==> config.mk <==
export PLATFORM = sky130hd
export DESIGN_NAME = ksa_var_flat
export DESIGN_NICKNAME = d
export VERILOG_FILES = /design/src/rtl/arc4_pkg.sv /design/src/rtl/ksa_var_if.sv /design/src/rtl/arc4_key_byte.sv /design/src/rtl/ksa_var.sv /design/src/flat_wrapper.sv
export SDC_FILE = /design/constraint.sdc
export NUM_CORES = 1
export LEC_CHECK = 0
export CAP_MARGIN = 20
export CORE_ASPECT_RATIO = 1.25
export CORE_MARGIN = 4
export CORE_UTILIZATION = 28
export CTS_CLUSTER_DIAMETER = 200
export DETAILED_ROUTE_END_ITERATION = 7
export GPL_TIMING_DRIVEN = 0
export SLEW_MARGIN = 20
export SYNTH_ARGS = -nofsm -noshare
export SYNTH_HDL_FRONTEND = slang
export SYNTH_SLANG_ARGS = --single-unit
==> constraint.sdc <==
create_clock -name clk -period 4.2 [get_ports clk]
set_clock_uncertainty 0.05 [all_clocks]
set_input_delay 0.42 -clock clk [delete_from_list [all_inputs] [get_ports clk]]
set_output_delay 0.42 -clock clk [all_outputs]
set_load 0.02 [all_outputs]
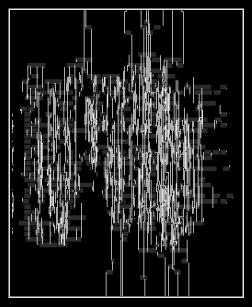
run_1/m2.png
Scale: 2 px per um. Cells faint in the background.
share of all routed wire	51%
nets with wire on the layer	453
Post-Route WL: 10.8 mm
via count: 3304
Global Route met2 Usage: 0.229

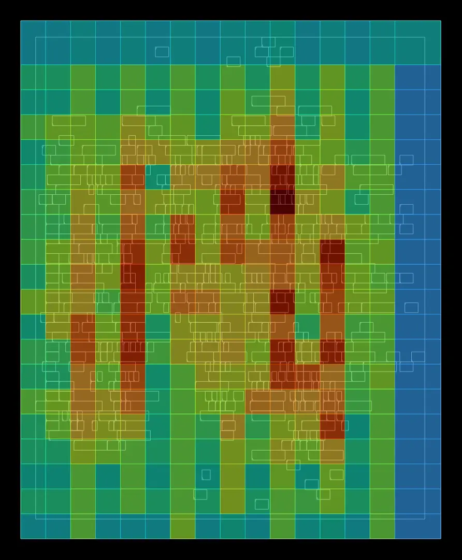
run_1/congestion_map.png
GRT busiest layer: met2
final core occ: 0.361
met1 Use GR: 0.172

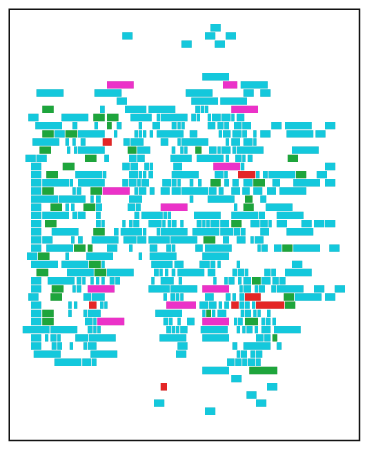
run_1/sizing.png
Scale: 3 px per um.
size	color	cells	share
x2	green	44	9.0%
x3 and x4	red	7	1.4%
x1 and smaller	cyan	425	87%
x6 and larger	magenta	11	2.3%
Buffers, non-clock: 74
post-route cell area: 5180 um^2
Area Growth Syn to Fin: 26.4%

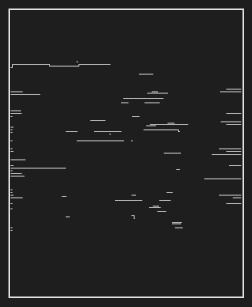
run_1/m3.png
Scale: 2 px per um.
share of all routed wire	4.5%
longest straight run	27.4 um
wire length on this layer	481 um
main direction	horizontal
met3 usage: 0.0263

==> impl_metrics.csv, run 1 <==
group,metric,value,unit
worst_setup_path,cp_slowest_cell,"fa_1",
synthesis,edf_count,0,
final_layout,inverters,37,
power,power_leakage,2.29,nW
sta,setup_viol,0,
clocking,cts_tree,"built",
worst_setup_path,critPathBufInv,3,
drt,met2_length,5.51,mm
status,outcome,"finished, final reports clean",
drt,met3WireLength,481,um
sta,drv_slew,0,
clocking,root_buffer,"clkbuf_16",
sta,period_needed,3.71,ns
die,die_w,116,um
power,combPwrFrac,0.401,
power,p_per_area,520,nW/um^2
die,die_h,143,um
clocking,holdBufCountCts,0,
grt,grt_start_max_net_pins,46,
worst_setup_path,worstPathRequired,4.33,ns
placement,place_congestion,0.851,
synthesis,dominantRegCellSynth,"dfrtp_1",
die,rows,49,
final_layout,comb_area_frac,0.398,
power,power.group.top,"combinational logic",
clocking,postCtsSetupRepairBufs,0,
placement,port_buffers,55,
final_layout,clkbuf_count,11,
grt,grt_overflow,0,
worst_setup_path,end_kind,"register",
placement,placed_cell_area,4900,um^2
synthesis,ys_types,56,
worst_setup_path,worstPathArrival,3.85,ns
worst_setup_path,cp-start-kind,"register",
synthesis,top_logic_kind,"AND-OR/OR-AND gates",
final_layout,lay_top_count,"dfrtp_1",
power,total_power,0.00270,W
drt,drtAntennaViolNets,0,
synthesis,mux_share,0.0723,
die,tap_cells,178,
power,intPower,0.00172,W
final_layout,seq_share,0.353,
final_layout,drive_above_1_share,0.127,
sta,hold_viol,0,
clocking,numCtsBuffers,9,
synthesis,synthTopCellsByCount,"dfrtp_1 (72), nand2_1 (42), inv_1 (37), nor2_1 (30), o21ai_0 (28)",
final_layout,logic_area,2060,um^2
synthesis,async_reset_ff_frac,1.00,
power,p_clk,0.000714,W
sta,fin_crit_sh,0.884,
worst_setup_path,cp.depth,14,
die,die_area,16700,um^2
die,fp_util,0.286,
synthesis,synthAoiAreaFrac,0.203,
worst_setup_path,path_class,"register to register",
final_layout,buf_share,0.126,
synthesis,topCellsByArea,"dfrtp_1 (44%), mux2_2 (6.9%), fa_1 (3.9%)",
sta,rsz0062_at_grt,"false",
synthesis,avgSynthCellArea,9.88,um^2
placement,dp.cells,649,
synthesis,synth_cells,415,
placement,dp_hpwl,8.39,mm
drt,drt-met1-wl,4.60,mm
sta,hold_slack,0.386,ns
run,openroad.warnings,28,
final_layout,dominant_cells,"multi-input combinational cells",
grt,track_usage,0.139,
run_1/gates.png
Scale: 3 px per um.
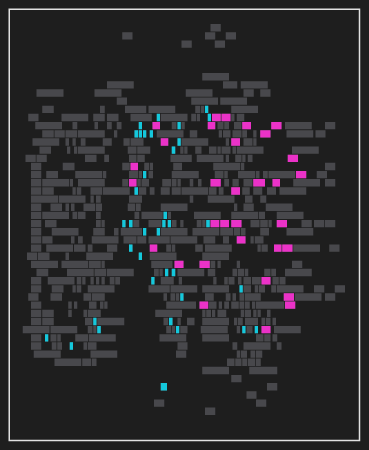

==> inputs of run 2 (changes only) <==
--- a/config.mk
+++ b/config.mk
@@ -8,10 +8,11 @@
 export CAP_MARGIN = 20
 export CORE_ASPECT_RATIO = 1.25
 export CORE_MARGIN = 4
-export CORE_UTILIZATION = 28
+export CORE_UTILIZATION = 45
 export CTS_CLUSTER_DIAMETER = 200
 export DETAILED_ROUTE_END_ITERATION = 7
 export GPL_TIMING_DRIVEN = 0
+export PLACE_DENSITY = 0.68
 export SLEW_MARGIN = 20
 export SYNTH_ARGS = -nofsm -noshare
 export SYNTH_HDL_FRONTEND = slang
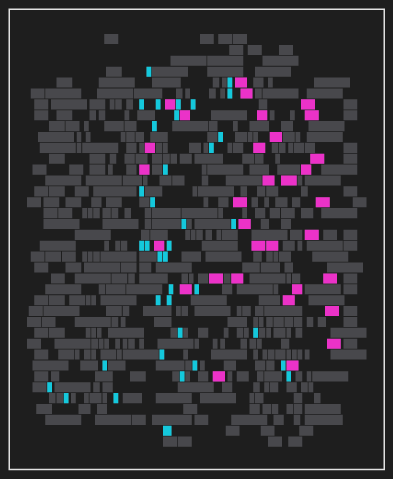
run_2/gates.png
Scale: 4 px per um.
family	color	cells
inv cells	cyan	37
non-inverting ao/oa cells	magenta	32
Top cell excl fill/tap: dfrtp_1
logic share of the area: 0.413
Post-Layout Cell Count: 604

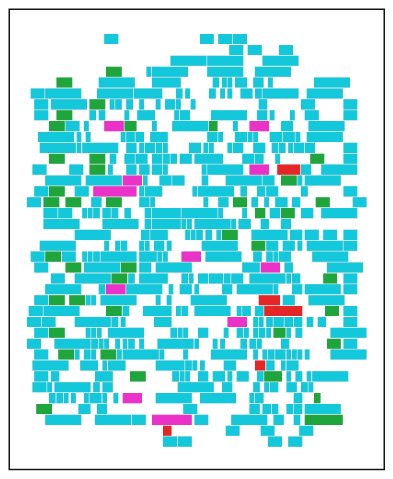
run_2/sizing.png
Scale: 4 px per um.
size	color	cells	share
x3 and x4	red	5	1.0%
x6 and larger	magenta	11	2.3%
x2	green	41	8.5%
x1 and smaller	cyan	427	88%
Area Growth Syn to Fin: 22.0%
final worst slack: 0.478 ns
post-route cell area: 5000 um^2

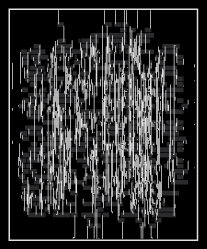
run_2/m2.png
Scale: 2 px per um. Cells faint in the background.
Post-Route WL: 9.90 mm
Global Route met2 Usage: 0.336

==> run 2 against run 1 <==
  * Core utilization rose by 21 points
  * Flip-flop count unchanged
  * Via count increased by 0.24%
  * Non-clock buffer count did not move
  * Combinational power hardly changed
  * Die area decreased by 36%
  * Worst setup slack lost 0.0074 ns
  * Critical path depth did not move
  * Largest cell class unchanged
==> impl_metrics.csv, run 2 <==
group,metric,value,unit
worst_setup_path,path_class,"register to register",
drt,met3WireLength,441,um
die,rows,38,
synthesis,synthAoiAreaFrac,0.203,
grt,grtUsageMet1,0.240,
synthesis,dominantRegCellSynth,"dfrtp_1",
placement,port_buffers,55,
run,drv_cap,0,
die,fp_util,0.466,
worst_setup_path,cp-start-kind,"register",
power,power.group.top,"combinational logic",
final_layout,inverters,37,
clocking,numCtsBuffers,9,
worst_setup_path,critPathBufInv,3,
grt,grt_use_met3,0.0329,
drt,drtAntennaViolNets,0,
sta,hold_slack,0.362,ns
synthesis,topCellsByArea,"dfrtp_1 (44%), mux2_2 (6.9%), fa_1 (3.9%)",
die,tap_cells,120,
clocking,holdBufCountCts,0,
final_layout,seq_share,0.366,
run,openroad.warnings,28,
worst_setup_path,cp_max_fo,10,
die,die_h,115,um
worst_setup_path,slowest_delay,0.56,ns
synthesis,mux_share,0.0723,
worst_setup_path,end_kind,"register",
final_layout,drive_above_1_share,0.118,
synthesis,synthTopCellsByCount,"dfrtp_1 (72), nand2_1 (42), inv_1 (37), nor2_1 (30), o21ai_0 (28)",
drt,met2_length,4.99,mm
final_layout,post-route-util,0.568,
sta,setup_viol,0,
final_layout,clkbuf_count,12,
status,outcome,"finished, final reports clean",
sta,period_needed,3.72,ns
grt,grt_start_max_net_pins,46,
power,p_clk,0.000516,W
final_layout,logic_area,2060,um^2
synthesis,ys_types,56,
synthesis,synth_cells,415,
placement,place_congestion,0.825,
sta,fin_crit_sh,0.886,
sta,drv_slew,0,
placement,dp_hpwl,7.66,mm
placement,placed_cell_area,4830,um^2
power,intPower,0.00157,W
grt,grt_overflow,0,
sta,rsz0062_at_grt,"false",
synthesis,edf_count,0,
final_layout,largest_reg_flops,24,
power,power_leakage,2.23,nW
synthesis,top_logic_kind,"AND-OR/OR-AND gates",
worst_setup_path,path_cells,"inv_1 > ha_1 > clkbuf_1 > a21oi_1 > nor2_1 > a21oi_1 > fa_1 > inv_1 > ha_1 > a21o_1 > a21oi_1 > nor2_1 > a211oi_1 > o211ai_1",
drt,drt-met1-wl,4.19,mm
worst_setup_path,critPathTopFamily,"AND-OR/OR-AND gates",
worst_setup_path,cp_slowest_cell,"fa_1",
grt,busiest_layer,"met2",
final_layout,buf_share,0.130,
synthesis,yosys.cell_count.top_type,"dfrtp_1",
worst_setup_path,worstPathArrival,3.87,ns
power,combPwrFrac,0.432,
grt,track_usage,0.195,
drt,drt_iter0_drc,161,
final_layout,num-nonclk-buffers,74,
clocking,cts_tree,"built",
placement,dp.cells,591,
die,die_area,10700,um^2
worst_setup_path,cp.depth,14,
sta,relSlewSlack,0.485,
synthesis,avgSynthCellArea,9.88,um^2
clocking,postCtsSetupRepairBufs,0,
power,p_per_area,496,nW/um^2
synthesis,async_reset_ff_frac,1.00,
die,die_w,93.4,um
power,total_power,0.00248,W
final_layout,regArea,1830,um^2
final_layout,dominant_cells,"multi-input combinational cells",
worst_setup_path,worstPathRequired,4.35,ns
sta,hold_viol,0,
drt,vias,3312,
clocking,root_buffer,"clkbuf_8",
Power is estimated from default activity; no workload was simulated.
